<file path="src/rtl/imem_loader_pkg.sv">
// Shared types and constants for the boot-time instruction-memory loader.
package loader_pkg;

  localparam int IMEM_WORD_W    = 32;
  localparam int BYTES_PER_WORD = 4;

  typedef enum logic [2:0] {
    IDLE  = 3'd0,
    HDR0  = 3'd1,
    HDR1  = 3'd2,
    DATA  = 3'd3,
    WRITE = 3'd4,
    FILL  = 3'd5,
    RUN   = 3'd6,
    ERR   = 3'd7
  } state_e;

endpackage

</file>
<file path="src/rtl/imem_loader_if.sv">
// Byte-stream handshake plus instruction-memory write port of the loader.
// master = loader side, slave = byte source / memory side.
interface imem_loader_if #(
  parameter int ADDR_W = 8
);
  import loader_pkg::*;

  logic                   byte_valid_i;
  logic [7:0]             byte_data_i;
  logic                   byte_ready_o;
  logic                   imem_we_o;
  logic [ADDR_W-1:0]      imem_addr_o;
  logic [IMEM_WORD_W-1:0] imem_data_o;

  modport master (
    input  byte_valid_i, byte_data_i,
    output byte_ready_o, imem_we_o, imem_addr_o, imem_data_o
  );

  modport slave (
    output byte_valid_i, byte_data_i,
    input  byte_ready_o, imem_we_o, imem_addr_o, imem_data_o
  );

endinterface

</file>
<file path="src/rtl/imem_loader_word_assembler.sv">
// Collects four little-endian stream bytes into one instruction word.
module word_assembler
  import loader_pkg::*;
(
  input  logic                   clk,
  input  logic                   rst_n,
  input  logic [7:0]             data,
  input  logic                   accept,
  input  logic                   clear,
  output logic [IMEM_WORD_W-1:0] word,
  output logic                   last_byte
);

  logic [1:0] lane;

  assign last_byte = accept && (lane == 2'd3);

  // Insert each accepted byte at its lane; lane wraps 3->0 on the 4th byte.
  always_ff @(posedge clk or negedge rst_n) begin
    if (!rst_n) begin
      lane <= 2'd0;
      word <= '0;
    end else if (clear) begin
      lane <= 2'd0;
      word <= '0;
    end else if (accept) begin
      word[{lane, 3'b000} +: 8] <= data;
      lane                      <= lane + 2'd1;
    end
  end

endmodule

</file>
<file path="src/rtl/imem_loader.sv">
// Boot loader: parses a length-prefixed byte stream, writes the words to
// instruction memory, zero-fills the remainder, then releases the CPU.
//
// state | meaning
// IDLE  | waiting for load_req_i
// HDR0  | expecting word count low byte
// HDR1  | expecting word count high byte, range check
// DATA  | collecting the bytes of the current word
// WRITE | one-cycle write of the assembled word
// FILL  | writing zero words up to the last address
// RUN   | image complete, CPU released
// ERR   | bad word count, stream refused
module imem_loader
  import loader_pkg::*;
#(
  parameter int ADDR_W = 8
) (
  input  logic          clk_i,
  input  logic          rst_n_i,
  input  logic          load_req_i,
  imem_loader_if.master bus,
  output logic          start_o,
  output logic          busy_o,
  output logic          err_o
);

  localparam int unsigned DEPTH = 2 ** ADDR_W;

  localparam logic [2:0] S_IDLE  = IDLE;
  localparam logic [2:0] S_HDR0  = HDR0;
  localparam logic [2:0] S_HDR1  = HDR1;
  localparam logic [2:0] S_DATA  = DATA;
  localparam logic [2:0] S_WRITE = WRITE;
  localparam logic [2:0] S_FILL  = FILL;
  localparam logic [2:0] S_RUN   = RUN;
  localparam logic [2:0] S_ERR   = ERR;

  logic [2:0]             state;
  logic [7:0]             n_lo;
  logic [ADDR_W:0]        n_words;
  logic [ADDR_W-1:0]      addr;
  logic [15:0]            n_hdr;
  logic                   accept;
  logic                   last_byte;
  logic                   last_word;
  logic                   full_depth;
  logic [IMEM_WORD_W-1:0] word;

  assign bus.byte_ready_o = (state == S_HDR0) || (state == S_HDR1) || (state == S_DATA);
  // A byte coinciding with load_req_i is dropped: the session restarts instead.
  assign accept     = bus.byte_valid_i && bus.byte_ready_o && !load_req_i;
  assign n_hdr      = {bus.byte_data_i, n_lo};
  assign last_word  = ({1'b0, addr} == (n_words - (ADDR_W+1)'(1)));
  assign full_depth = (n_words == (ADDR_W+1)'(DEPTH));

  assign bus.imem_we_o   = (state == S_WRITE) || (state == S_FILL);
  assign bus.imem_addr_o = addr;
  assign bus.imem_data_o = (state == S_WRITE) ? word : '0;
  assign start_o         = (state == S_RUN);
  assign err_o           = (state == S_ERR);
  assign busy_o          = (state == S_HDR0) || (state == S_HDR1) || (state == S_DATA) ||
                           (state == S_WRITE) || (state == S_FILL);

  word_assembler u_asm (
    .clk       (clk_i),
    .rst_n     (rst_n_i),
    .data      (bus.byte_data_i),
    .accept    (accept && (state == S_DATA)),
    .clear     (load_req_i),
    .word      (word),
    .last_byte (last_byte)
  );

  // Session sequencing, header capture and word-address counter.
  always_ff @(posedge clk_i or negedge rst_n_i) begin
    if (!rst_n_i) begin
      state   <= S_IDLE;
      n_lo    <= '0;
      n_words <= '0;
      addr    <= '0;
    end else if (load_req_i) begin
      state   <= S_HDR0;
      n_lo    <= '0;
      n_words <= '0;
      addr    <= '0;
    end else begin
      case (state)
        S_HDR0: if (accept) begin
          n_lo  <= bus.byte_data_i;
          state <= S_HDR1;
        end
        S_HDR1: if (accept) begin
          if ((n_hdr == 16'd0) || (n_hdr > 16'(DEPTH))) begin
            state <= S_ERR;
          end else begin
            n_words <= n_hdr[ADDR_W:0];
            addr    <= '0;
            state   <= S_DATA;
          end
        end
        S_DATA: if (last_byte) state <= S_WRITE;
        S_WRITE: begin
          if (last_word && full_depth) begin
            state <= S_RUN;
          end else if (last_word) begin
            addr  <= n_words[ADDR_W-1:0];
            state <= S_FILL;
          end else begin
            addr  <= addr + 1'b1;
            state <= S_DATA;
          end
        end
        S_FILL: begin
          if (&addr) state <= S_RUN;
          else       addr  <= addr + 1'b1;
        end
        default: state <= state;
      endcase
    end
  end

endmodule
</file>
<file path="src/flat_wrapper.sv">
// flat-port wrapper written by rule: the top's interface ports become plain ports
module imem_loader_flat import loader_pkg::*;
#(
  parameter int ADDR_W = 8
)
  (clk_i, rst_n_i, load_req_i, start_o, busy_o, err_o, bus_byte_valid_i, bus_byte_data_i, bus_byte_ready_o, bus_imem_we_o, bus_imem_addr_o, bus_imem_data_o);
  imem_loader_if #(.ADDR_W(ADDR_W)) bus_i ();
  input  logic clk_i;
  input  logic rst_n_i;
  input  logic load_req_i;
  output logic start_o;
  output logic busy_o;
  output logic err_o;
  input wire logic [$bits(bus_i.byte_valid_i)-1:0] bus_byte_valid_i;
  input wire logic [$bits(bus_i.byte_data_i)-1:0] bus_byte_data_i;
  output wire logic [$bits(bus_i.byte_ready_o)-1:0] bus_byte_ready_o;
  output wire logic [$bits(bus_i.imem_we_o)-1:0] bus_imem_we_o;
  output wire logic [$bits(bus_i.imem_addr_o)-1:0] bus_imem_addr_o;
  output wire logic [$bits(bus_i.imem_data_o)-1:0] bus_imem_data_o;
  assign bus_i.byte_valid_i = bus_byte_valid_i;
  assign bus_i.byte_data_i = bus_byte_data_i;
  assign bus_byte_ready_o = bus_i.byte_ready_o;
  assign bus_imem_we_o = bus_i.imem_we_o;
  assign bus_imem_addr_o = bus_i.imem_addr_o;
  assign bus_imem_data_o = bus_i.imem_data_o;
  imem_loader #(.ADDR_W(ADDR_W)) u_core (.clk_i(clk_i), .rst_n_i(rst_n_i), .load_req_i(load_req_i), .bus(bus_i), .start_o(start_o), .busy_o(busy_o), .err_o(err_o));
endmodule
</file>
<file path="config.mk">
export PLATFORM = sky130hd
export DESIGN_NAME = imem_loader_flat
export DESIGN_NICKNAME = d
export VERILOG_FILES = /design/src/rtl/imem_loader_pkg.sv /design/src/rtl/imem_loader_if.sv /design/src/rtl/imem_loader_word_assembler.sv /design/src/rtl/imem_loader.sv /design/src/flat_wrapper.sv
export SDC_FILE = /design/constraint.sdc
export NUM_CORES = 1
export LEC_CHECK = 0
export ABC_AREA = 1
export CAP_MARGIN = 20
export CORE_MARGIN = 8
export CORE_UTILIZATION = 45
export DETAILED_ROUTE_END_ITERATION = 6
export PLACE_DENSITY = 0.68
export SYNTH_ARGS = -nofsm -noshare
export SYNTH_HDL_FRONTEND = slang
export SYNTH_HIERARCHICAL = 1
export SYNTH_SLANG_ARGS = --single-unit
</file>
<file path="constraint.sdc">
create_clock -name clk_i -period 2.21 [get_ports clk_i]
set_input_delay 0.663 -clock clk_i [delete_from_list [all_inputs] [get_ports clk_i]]
set_output_delay 0.663 -clock clk_i [all_outputs]
set_load 0.05 [all_outputs]
</file>
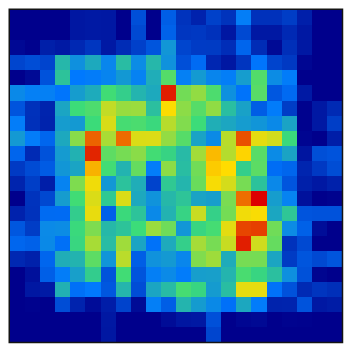
(run_1/metal_density.png)
Drawn at 3 px/micron. 22 x 22 tiles, from dark blue (low) to red (high), scaled to the fullest tile. Values are wire area over tile area, all layers added.
- nearly empty tiles: 17%
- tiles over half the peak: 20%
- densest ninth of the die: centre

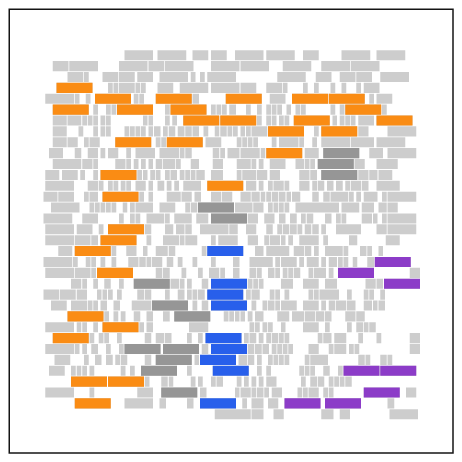
(run_1/flops_by_reg.png)
Drawn at 4 px/micron. Other sequential cells in the stronger grey, the rest of the logic in the fainter grey.
- `u_core/bus.imem_addr_o`: purple (sequential cells 8; where lower right)
- `u_core/n_words`: blue (sequential cells 9; where bottom centre)
- `u_core/u_asm/word`: orange (sequential cells 32)
seq pwr: 1.29 mW
Seq/total area: 26.0%

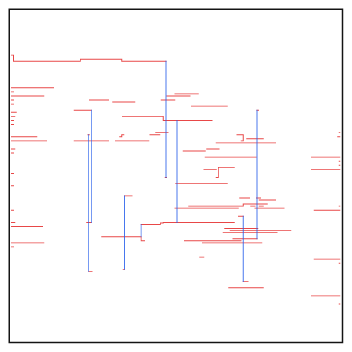
(run_1/wires.png)
Drawn at 3 px/micron. Two of the layers only.
- metal 3: red (wire length 621 microns)
- metal 4: blue (wire length 249 microns)
routed wire length: 11600 microns
GRT Overall Usage: 19.2%
via count: 4115

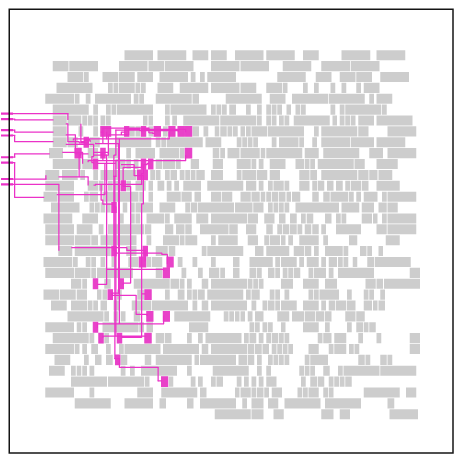
(run_1/io_fan.png)
Drawn at 4 px/micron.
- `bus_byte_data_i`: magenta (bits 8; direction input; end cells 36; buffers 16; wire 805 microns)
Port Buffers: 56
Ports: 57

==> out/qor.yml, run 1 <==
clock_network:
  cts_root_buffer: "clkbuf_8"
  ctsHtreeMaxLevel: 3
  cts_tree: "done"
  cts_buffer_depth: 2
  clock_latency_ps: 350
layout:
  diodes: 0
  layout-drive-gt1-share_pct: 27.6
  n_fill_cell: 760
  fin_nets: 716
  mostFrequentLayoutCells: "192 x nand2_1, 85 x inv_1, 62 x dfrtp_1, 50 x buf_4, 50 x nand3_1"
  finish.utilization_pct: 68.3
  layout.cells.non_filler: 808
worst_setup_path:
  crit_arrival_ps: 1590
  path_max_fanout: 5
  cp-end-kind: "primary output"
  regToRegSetupSlack_ps: 130
  crit_required_ps: 1550
power:
  power_leakage_nw: 2.92
  power_mw: 3.95
  ir_drop_uv: 471
synth:
  synth.top_cell.area_share_pct: 38.5
  ys_types: 38
  synth_flops: 62
  ff_type: "dfrtp_1"
  yosys_area_sq_mm: 0.00403
  fp_nets: 608
  ys_cells: 587
  postSynthSeqShare_pct: 38.5
  synth-edff-count: 0
  yosysTopAreaCell: "dfrtp_1"
  postSynthAreaPerCell_sq_um: 6.86
  synth_top_cell_by_count: "nand2_1"
  synthArstFlopShare_pct: 100
  yosys-top-cells-count: "193 x nand2_1, 86 x inv_1, 62 x dfrtp_1"
  netlist_area_sq_mm: 0.00403
global_routing:
  grtUsageMet2_pct: 31.0
  top_usage_layer: "met2"
  grt_overflow: 0
  grt_pass1_vias: 4142
  global_route.usage.met3_pct: 4.27
  antenna_found_initial: 0
final_timing:
  tightest_slew_ps: 393
  clock_skew_ps: 10.4
  worst_slack_ps: -43.7
  fmax_ghz: 0.444
  finalSetupViolCount: 32
  drv_slew: 0
  post-route-period-util_pct: 102
  rsz0062_at_grt: "true"
  slew_headroom_pct: 73.6
die:
  rows: 34
  initial_core_util_pct: 46.2
  die_y_microns: 111
  dieArea_sq_mm: 0.0122
  core_sq_mm: 0.00872
  dieWidth_microns: 111
route:
  drt-wirelength-per-cell_microns: 14.4
  first_pass_iters: 5
  drc: 0
  dr.first_iter.drc_count: 259
run_status:
  outcome: "complete, but fails checks"
  violations: "setup timing"
place:
  gp_congestion: 0.899
worst_hold_path:
  hold_path_class: "in2async"
job:
  max-cap-violations: 0
[run 1: report_power, final]
part / internal, mW / switching (mW) / total [mW] / leakage (nW)
Sequential: 1.22 / 0.0660 / 1.29 / 0.854
Combinational: 0.621 / 0.960 / 1.58 / 1.96
Clock: 0.539 / 0.538 / 1.08 / 0.103
Total: 2.38 / 1.56 / 3.95 / 2.92
[run 1: what timing repair did]
| action | CTS | global route |
|---|---|---|
| setup endpoints to repair | 33 | 43 |
| setup buffers | 7 | 3 |
| hold buffers | 0 | 0 |
| resized | 9 | 16 |
| pin swaps | 4 | 11 |
| gates cloned | 1 | 0 |
[run 1: critical path, cell delays in order (launching register included)]
cell and delay [ps]:
dfrtp_1 370, inv_2 60, nor3_4 200, buf_12 150
inv_6 60, buf_6 130, nor2_4 120, buf_12 140
[run 1: flip-flops by register name, summed over array words and instances, names as in the netlist]
signal	count
u_core/n_lo	8
u_core/u_asm/word	32
u_core/n_words	9
u_core/bus.imem_addr_o	8
u_core/state	3
u_core/u_asm/lane	2
[run 1: path summary, 6_finish.rpt]
check                                                   from                               endpoint  cells after the start
min                                                  rst_n_i  u_core/bus.imem_addr_o[4]$_DFFE_PN0P_                      2
min in group clk_i         u_core/u_asm/word[24]$_DFFE_PN0P_      u_core/u_asm/word[24]$_DFFE_PN0P_                      2
min reg2reg                u_core/u_asm/word[24]$_DFFE_PN0P_      u_core/u_asm/word[24]$_DFFE_PN0P_                      2
max in group asynchronous                            rst_n_i      u_core/u_asm/word[28]$_DFFE_PN0P_                      2
max                              u_core/state[2]$_DFFE_PN0P_                    bus_imem_data_o[11]                      7
max reg2reg                      u_core/state[1]$_DFFE_PN0P_            u_core/state[2]$_DFFE_PN0P_                     13
[run 1: per-stage QoR]
stage	TNS [ps]	hold slack, ps	cell area, sq um
after floorplan	-297	367	4290
after global placement	-1970	459	5580
after detailed placement	-5450	465	5580
after CTS	-1490	315	5890
after global routing	-3250	322	5960
final	-856	304	5960
[run 1: area by class of cell]
class / count / area, sq um / share of cell area (%)
Tap cell: 108 / 135 / 2.27
Timing Repair inverter: 1 / 8.76 / 0.147
Inverter: 100 / 387 / 6.49
Timing Repair Buffer: 109 / 1390 / 23.4
Sequential cell: 62 / 1550 / 26.0
Multi-Input combinational cell: 412 / 2280 / 38.2
Clock buffer: 9 / 124 / 2.08
Clock inverter: 7 / 80.1 / 1.34
[run 1: cells by family (layout without fill, tap and decap cells)]
family / count (synthesis) / in the layout / share of synthesized area, %
flops: 62 / 62 / 38.5
fa+ha+maj: 9 / 9 / 2.80
simple gates: 347 / 347 / 38.3
compound gates: 45 / 45 / 6.28
xor+xnor: 11 / 11 / 2.58
buf+inv: 113 / 226 / 11.6
[run 1: routing by layer]
layer | vias to the layer above | part of all wire (%)
li1 | 2018 | -
met1 | 1950 | 45
met3 | 17 | 5.3
met4 | 0 | 2.1
met5 | - | 0
met2 | 130 | 47
==> inputs of run 2 (changes only) <==
--- a/config.mk
+++ b/config.mk
@@ -6,7 +6,6 @@
 export NUM_CORES = 1
 export LEC_CHECK = 0
 export ABC_AREA = 1
-export CAP_MARGIN = 20
 export CORE_MARGIN = 8
 export CORE_UTILIZATION = 45
 export DETAILED_ROUTE_END_ITERATION = 6
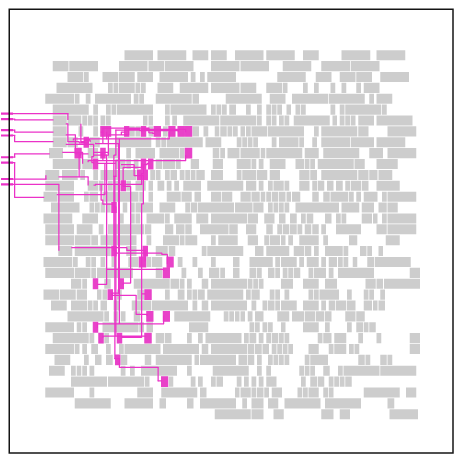
(run_2/io_fan.png)
Drawn at 4 px/micron.
- `bus_byte_data_i`: magenta (bits 8; direction input; end cells 36; buffers 16; wire 805 microns)

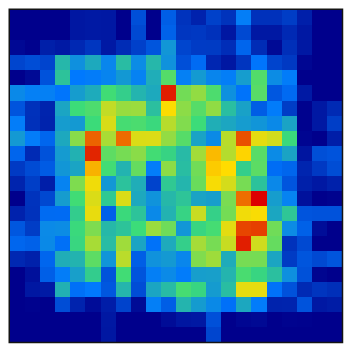
(run_2/metal_density.png)
Drawn at 3 px/micron. 22 x 22 tiles, from dark blue (low) to red (high), scaled to the fullest tile. Values are wire area over tile area, all layers added.
- mean over tiles: 0.15
- fullest tile: 0.55
- emptiest ninth of the die: upper right
- nearly empty tiles: 17%
- densest ninth of the die: centre
- tiles over half the peak: 20%
post-DR wirelength/cell: 14.4 microns

==> out/qor.yml, run 2 <==
layout:
  fin_nets: 716  # unchanged
  largest_reg_flops: 32  # unchanged
  flop_area_sq_mm: 0.00155  # unchanged
  diodes: 0  # unchanged
  mostFrequentLayoutCells: "192 x nand2_1, 85 x inv_1, 62 x dfrtp_1, 50 x buf_4, 50 x nand3_1"
  layout-drive-gt1-share_pct: 27.6  # unchanged
  n_fill_cell: 760  # unchanged
  area_growth_pct: 47.9
  finish.instance_area_sq_mm: 0.00596  # unchanged
  top_regs: "u_core/u_asm/word (32), u_core/n_words (9)"
  largest_register: "u_core/u_asm/word"
  final-comb-area_sq_mm: 0.00228  # unchanged
die:
  core_sq_mm: 0.00872  # unchanged
  die_y_microns: 111  # unchanged
  dieWidth_microns: 111  # unchanged
  initial_core_util_pct: 46.2  # unchanged
  dieArea_sq_mm: 0.0122  # unchanged
  pin_count: 57  # unchanged
  rows: 34  # unchanged
worst_setup_path:
  path_max_fanout: 5  # unchanged
  crit_top_cell: "buf_12"
  cpLargestDelayFamily: "buffers and inverters"
  cp_cell_sequence: "inv_2 -> nor3_4 -> buf_12 -> inv_6 -> buf_6 -> nor2_4 -> buf_12"
  crit_arrival_ps: 1590  # about the same
  crit_path_top_delay_cell: "dfrtp_1"
  crit_required_ps: 1550  # about the same
  cp-end-kind: "primary output"
  crit_buf_inv: 5  # unchanged
  critPathMaxStageDelay_ps: 370  # about the same
  regToRegSetupSlack_ps: 130  # about the same
final_timing:
  worst_slack_ps: -43.7  # unchanged
  tightest_slew_ps: 393  # unchanged
  drv_slew: 0  # unchanged
  fmax_ghz: 0.444  # unchanged
  period_minus_slack_ps: 2250
  slew_headroom_pct: 73.6  # unchanged
  whs_ps: 304  # unchanged
  post-route-period-util_pct: 102  # unchanged
  finalSetupViolCount: 32  # unchanged
  clock_skew_ps: 10.4  # unchanged
  fin_setup_tns_ps: -856  # unchanged
  rsz0062_at_grt: "true"
job:
  max-cap-violations: 0  # unchanged
  warnings: 34
global_routing:
  grt_pass1_wl_microns: 19800
  antenna_found_initial: 0  # unchanged
  grt_overflow: 0  # unchanged
  grt_max_degree: 63
  track_usage_pct: 19.2  # unchanged
  grt_pass1_vias: 4142  # unchanged
synth:
  synth_compound_gate_area_share_pct: 6.28  # unchanged
  ys_sh_adder_pct: 2.80  # unchanged
  ys_sh_mux_pct: 0  # unchanged
  netlist_area_sq_mm: 0.00403  # unchanged
  synth.top_cell.area_share_pct: 38.5  # unchanged
  yosys_area_sq_mm: 0.00403  # unchanged
  postSynthAreaPerCell_sq_um: 6.86  # unchanged
  yosys-top-cells-area: "dfrtp_1 39%, nand2_1 18%, inv_1 8.0%, nand3_1 6.2%, nor2_1 5.6%"
  synth_flops: 62  # unchanged
  synth_top_cell_by_count: "nand2_1"
  synth-edff-count: 0  # unchanged
  ys_cells: 587  # unchanged
  netlist_instances: 587
  fp_nets: 608  # unchanged
  ys_types: 38  # unchanged
  xor_share_pct: 2.58  # unchanged
  synthArstFlopShare_pct: 100  # unchanged
  yosysTopAreaCell: "dfrtp_1"
  ys_warn_count: 6
  yosys-top-cells-count: "193 x nand2_1, 86 x inv_1, 62 x dfrtp_1"
  ff_type: "dfrtp_1"
  postSynthSeqShare_pct: 38.5  # unchanged
  ys_sh_simple_pct: 38.3  # unchanged
  synthTopLogicFamily: "simple AND/OR/NAND/NOR gates"
clock_network:
  cts_hold_buf: 0  # unchanged
  cts_tree: "done"
  clock_latency_ps: 350  # about the same
  cts_root_buffer: "clkbuf_8"
  cts_buffer_depth: 2  # unchanged
  ctsHtreeMaxLevel: 3  # unchanged
  cts.sinks: 62
  cts_buffers: 9
route:
  first_pass_iters: 5  # unchanged
  routedLengthMet1_microns: 5290  # unchanged
  dr_wl_met2_microns: 5490  # unchanged
  top_layer: "met4"
  dr_wl_met3_microns: 620  # unchanged
  dr.first_iter.drc_count: 259  # unchanged
  viasPerCell: 5.09
  ant_nets: 0
  routed_wl_microns: 11600  # unchanged
  drc: 0  # unchanged
  vias: 4115  # unchanged
place:
  dpl_worst_slack_ps: -243
  hpwlAfterDp_microns: 8550
  portBuffers: 56  # unchanged
  placed_area_sq_mm: 0.00558  # unchanged
  gp_congestion: 0.899  # unchanged
power:
  ir_drop_uv: 471  # unchanged
  power_leakage_nw: 2.92  # unchanged
  power_mw: 3.95  # unchanged
worst_hold_path:
  hold_path_class: "in2async"
run_status:
  violations: "setup timing"
  outcome: "complete, but fails checks"
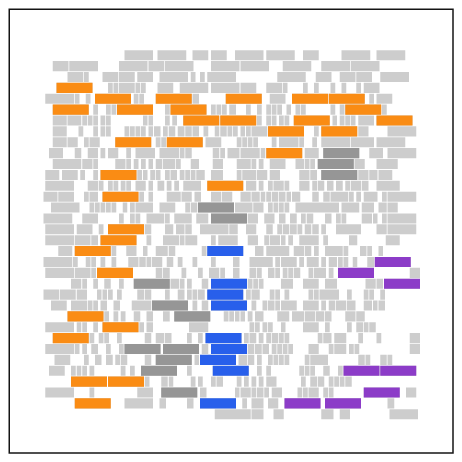
(run_2/flops_by_reg.png)
Drawn at 4 px/micron. Other sequential cells in the stronger grey, the rest of the logic in the fainter grey.
- `u_core/u_asm/word`: orange (sequential cells 32)
- `u_core/bus.imem_addr_o`: purple (sequential cells 8; where lower right)
- `u_core/n_words`: blue (sequential cells 9; where bottom centre)

-- run 2: cell counts after synthesis --
Identical to the previous run, type by type.
-- run 2: logic make-up (layout without fill, tap and decap cells) --
| family | count (synthesis) | after routing |
|---|---|---|
| buf+inv | 113 | 226 |
| flops | 62 | 62 |
| fa+ha+maj | 9 | 9 |
| xor+xnor | 11 | 11 |
| compound gates | 45 | 45 |
| simple gates | 347 | 347 |
-- run 2: report_power, final --
part	switching [mW]	internal [mW]
Sequential	0.0660	1.22
Combinational	0.960	0.621
Clock	0.538	0.539
-- run 2: timing repair --
item	in CTS	in global routing
gates resized	9	16
setup buffers	7	3
cloned	1	0
endpoints found under the hold margin	0	0
pin swaps	4	11
setup endpoints to repair	33	43
-- run 2: through the flow --
| step | utilization (%) | instances |
|---|---|---|
| floorplan | - | 587 |
| global placement | 64.0 | 782 |
| detailed placement | 64.0 | 782 |
| CTS | 67.5 | 806 |
| global route | 68.3 | 808 |
| finish | 68.3 | 808 |
-- run 2: cell type report --
cell class / instances / area share [%]
clock inverter: 7 / 1.34
tap: 108 / 2.27
sequential: 62 / 26.0
inverter: 100 / 6.49
multi-input combinational: 412 / 38.2
timing repair inverter: 1 / 0.147
clock buffer: 9 / 2.08
timing repair buffer: 109 / 23.4
-- run 2: metal layers --
layer / global-route usage, % / up-vias
met5: 0 / -
met4: 6.76 / 0
li1: - / 2018
met2: 31.0 / 130
met3: 4.27 / 17
met1: 24.6 / 1950
-- run 2: path summary, 6_finish.rpt --
path	start	end	cells past startpoint
min reg2reg	u_core/u_asm/word[24]$_DFFE_PN0P_	u_core/u_asm/word[24]$_DFFE_PN0P_	2
min	rst_n_i	u_core/bus.imem_addr_o[4]$_DFFE_PN0P_	2
min in group clk_i	u_core/u_asm/word[24]$_DFFE_PN0P_	u_core/u_asm/word[24]$_DFFE_PN0P_	2
max reg2reg	u_core/state[1]$_DFFE_PN0P_	u_core/state[2]$_DFFE_PN0P_	13
max in group asynchronous	rst_n_i	u_core/u_asm/word[28]$_DFFE_PN0P_	2
max	u_core/state[2]$_DFFE_PN0P_	bus_imem_data_o[11]	7
-- run 2: worst register-to-register path, stage by stage, from the launching register on --
cell and delay (ps):
dfrtp_1 410, buf_6 140, inv_2 80, a21oi_4 210
nand2_2 120, nor3_4 210, nand2_2 80, inv_2 60
o21ai_0 70, a21oi_1 150, nand2_2 110, nor3_2 210
o21ai_1 110, o21ai_1 80
==> inputs of run 3 (changes only) <==
--- a/config.mk
+++ b/config.mk
@@ -6,9 +6,10 @@
 export NUM_CORES = 1
 export LEC_CHECK = 0
 export ABC_AREA = 1
-export CORE_MARGIN = 8
+export CORE_MARGIN = 3
 export CORE_UTILIZATION = 45
 export DETAILED_ROUTE_END_ITERATION = 6
+export HOLD_SLACK_MARGIN = 0.15
 export PLACE_DENSITY = 0.68
 export SYNTH_ARGS = -nofsm -noshare
 export SYNTH_HDL_FRONTEND = slang
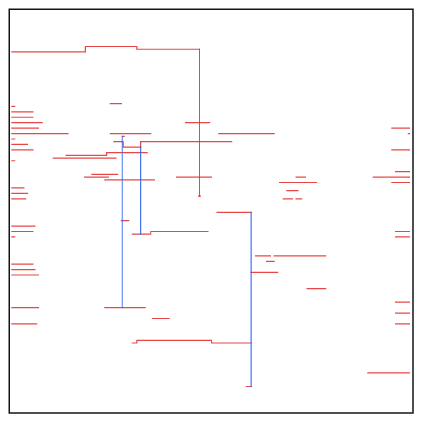
(run_3/wires.png)
Drawn at 4 px/micron. Two of the layers only.
- metal 4: blue (wire length 145 microns)
- metal 3: red (wire length 465 microns)
via count: 3926
routed wire length: 10400 microns
post-DR wirelength/cell: 13.1 microns
GRT Overall Usage: 22.0%

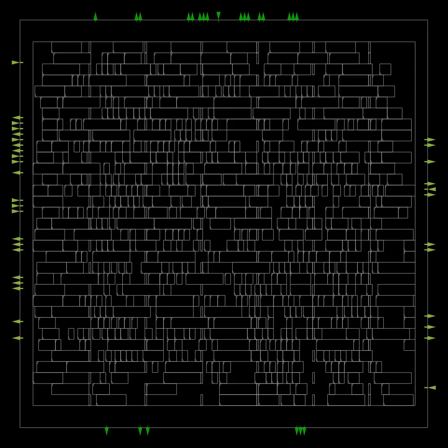
(run_3/placement.png)
row count: 33
core area: 0.00846 sq mm
flop count: 62
Well Taps: 105

==> out/qor.yml, run 3 <==
synth:
  ys_types: 38  # unchanged
  yosys-top-cells-count: "193 x nand2_1, 86 x inv_1, 62 x dfrtp_1"
  synth_top_cell_by_count: "nand2_1"
  synthArstFlopShare_pct: 100  # unchanged
  synth-edff-count: 0  # unchanged
  synth_flops: 62  # unchanged
  ys_warn_count: 6  # unchanged
  yosys_area_sq_mm: 0.00403  # unchanged
  postSynthAreaPerCell_sq_um: 6.86  # unchanged
  yosysTopAreaCell: "dfrtp_1"
  netlist_instances: 587  # unchanged
  postSynthSeqShare_pct: 38.5  # unchanged
  ys_cells: 587  # unchanged
  yosys-top-cells-area: "dfrtp_1 39%, nand2_1 18%, inv_1 8.0%, nand3_1 6.2%, nor2_1 5.6%"
  ff_type: "dfrtp_1"
  netlist_area_sq_mm: 0.00403  # unchanged
global_routing:
  grt_overflow: 0  # unchanged
  grt_pass1_wl_microns: 17800  # -10%
  antenna_found_initial: 0  # unchanged
  grt_max_degree: 63  # unchanged
  grt_pass1_vias: 3879  # -6.3%
run_status:
  violations: "setup timing"
  outcome: "complete, but fails checks"
layout:
  fin_nets: 707  # -1.3%
  diodes: 0  # unchanged
  largest_register: "u_core/u_asm/word"
  top_regs: "u_core/u_asm/word (32), u_core/n_words (9)"
  layout-drive-gt1-share_pct: 26.7  # -0.87 points
  n_fill_cell: 733  # -3.6%
  mostFrequentLayoutCells: "193 x nand2_1, 84 x inv_1, 59 x dfrtp_1, 50 x nand3_1, 47 x buf_4"
  largest_reg_flops: 32  # unchanged
  area_growth_pct: 44.4
final_timing:
  tightest_slew_ps: 370  # -22.6 ps
  fmax_ghz: 0.447  # +0.79%
  worst_slack_ps: -26.0  # +17.7 ps
  finalSetupViolCount: 17  # -47%
  slew_headroom_pct: 75.3  # +1.7 points
  fin_setup_tns_ps: -241  # +615 ps
  period_minus_slack_ps: 2240  # -17.7 ps
  post-route-period-util_pct: 101  # -0.80 points
  drv_slew: 0  # unchanged
  rsz0062_at_grt: "true"
worst_setup_path:
  crit_arrival_ps: 1570  # -20 ps
  start_kind: "flop"
  path_max_fanout: 15  # +10
  crit_path_top_delay_cell: "dfrtp_2"
  crit_required_ps: 1550  # about the same
  cp_cell_sequence: "nor3_4 -> inv_2 -> buf_12 -> nor2_4 -> buf_12"
  crit_top_cell: "buf_12"
  crit_buf_inv: 3  # -2
  cp-end-kind: "primary output"
  critPathMaxStageDelay_ps: 440  # +70 ps
clock_network:
  cts_buffer_depth: 2  # unchanged
  clock_latency_ps: 350  # about the same
  ctsHtreeMaxLevel: 3  # unchanged
  cts_root_buffer: "clkbuf_8"
  cts_hold_buf: 0  # unchanged
  cts_buffers: 9  # unchanged
  cts_tree: "done"
  cts.sinks: 62  # unchanged
route:
  viasPerCell: 4.94  # -2.9%
  first_pass_iters: 5  # unchanged
  dr.first_iter.drc_count: 183  # -29%
  drc: 0  # unchanged
  ant_nets: 0  # unchanged
job:
  max-cap-violations: 0  # unchanged
  warnings: 34  # unchanged
power:
  power.density_mw_per_mm2: 629
  power_mw: 3.66  # -7.3%
  ir_drop_uv: 571  # +21%
  power_leakage_nw: 2.85  # -2.4%
die:
  pin_count: 57  # unchanged
  dieArea_sq_mm: 0.0101  # -17%
  dieWidth_microns: 101  # -9.0%
  initial_core_util_pct: 47.6  # +1.4 points
worst_hold_path:
  hold_path_class: "in2async"
place:
  portBuffers: 56  # unchanged
  hpwlAfterDp_microns: 8000  # -6.4%
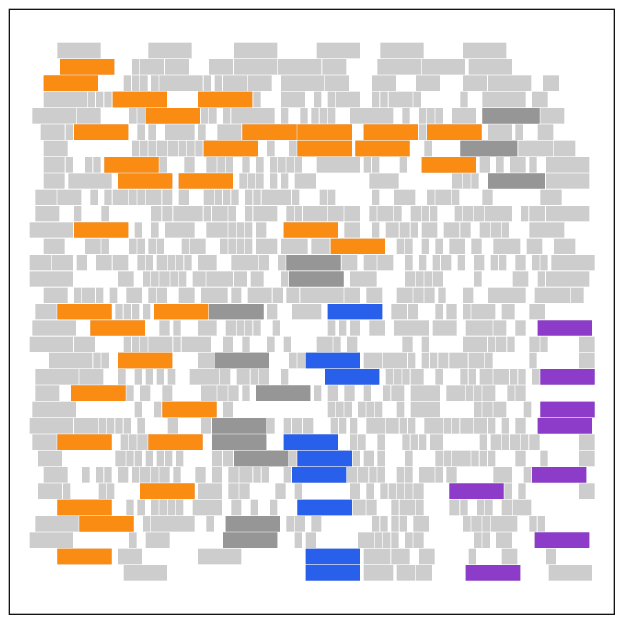
(run_3/flops_by_reg.png)
Drawn at 6 px/micron. Other sequential cells in the stronger grey, the rest of the logic in the fainter grey.
- `u_core/bus.imem_addr_o`: purple (sequential cells 8)
- `u_core/u_asm/word`: orange (sequential cells 32)
- `u_core/n_words`: blue (sequential cells 9)
- not coloured: 13

## run 3: netlist changes by cell type in the layout (fill, tap and decap cells not counted), sizes merged
cell and delta:
inv -5, bufinv -1, clkbuf +4, clkinvlp -1
buf -8
## run 3: power by group
| group | leakage (nW) | switching (mW) | internal, mW |
|---|---|---|---|
| combinational | 1.91 | 0.878 | 0.556 |
| sequential | 0.850 | 0.0855 | 1.23 |
| clock | 0.0914 | 0.425 | 0.485 |
## run 3: timing repair
item / CTS / global route
gates resized: 9 / 5
pin swaps: 2 / 0
setup endpoints to repair: 33 / 37
buffers inserted: 3 / 2
## run 3: worst paths after layout
| path | start | end | slack [ps] | cells after the start |
|---|---|---|---|---|
| min in group clk_i | u_core/n_lo[7]$_DFFE_PN0P_ | u_core/n_words[7]$_DFFE_PN0P_ | 470 | 2 |
| max | u_core/state[0]$_DFFE_PN0P_ | bus_imem_data_o[6] | -30 | 5 |
| min | rst_n_i | u_core/bus.imem_addr_o[2]$_DFFE_PN0P_ | 300 | 2 |
| max reg2reg | u_core/n_words[1]$_DFFE_PN0P_ | u_core/bus.imem_addr_o[7]$_DFFE_PN0P_ | 140 | 17 |
| max in group asynchronous | rst_n_i | u_core/state[0]$_DFFE_PN0P_ | 1600 | 2 |
| min reg2reg | u_core/n_lo[7]$_DFFE_PN0P_ | u_core/n_words[7]$_DFFE_PN0P_ | 470 | 2 |
## run 3: cell type report
cell class                 count  area (sq um)  share of cell area (%)
clock inverter                 1          5.00                  0.0861
multi-input combinational    412          2270                    39.1
timing repair buffer         101          1300                    22.4
sequential                    62          1560                    26.7
tap                          105           131                    2.26
clock buffer                  13           169                    2.91
inverter                     100           379                    6.52
## run 3: per-stage QoR
step | std cells | hold slack (ps) | setup WS (ps) | utilization [%] | instance area [sq um]
2_1_floorplan | 587 | 367 | -120 | - | 4290
3_3_place_gp | 775 | 462 | -125 | 65.7 | 5560
3_5_place_dp | 775 | 460 | -228 | 65.7 | 5560
4_1_cts | 792 | 324 | -17.5 | 68.3 | 5780
5_1_grt | 794 | 339 | -81.0 | 68.7 | 5810
6_report | 794 | 305 | -26.0 | 68.7 | 5810
## run 3: cells by family (layout without fill, tap and decap cells)
group	Yosys count	after routing	synth area share, %
AND/OR/NAND/NOR	347	347	38.3
buffers and inverters	113	215	11.6
flip-flops	62	62	38.5
AND-OR/OR-AND	45	45	6.28
XOR/XNOR	11	11	2.58
adder cells (fa/ha/maj)	9	9	2.80
## run 3: routing by layer
metal  up-vias  wire length, microns  global-route usage, %
met5         -                     0                      0
met4         0                   144                   6.11
met3        10                   464                   4.64
met2        93                  5090                   37.1
met1      1819                  4720                   28.6
li1       2004                     -                      -
Power is estimated from default activity; no workload was simulated.
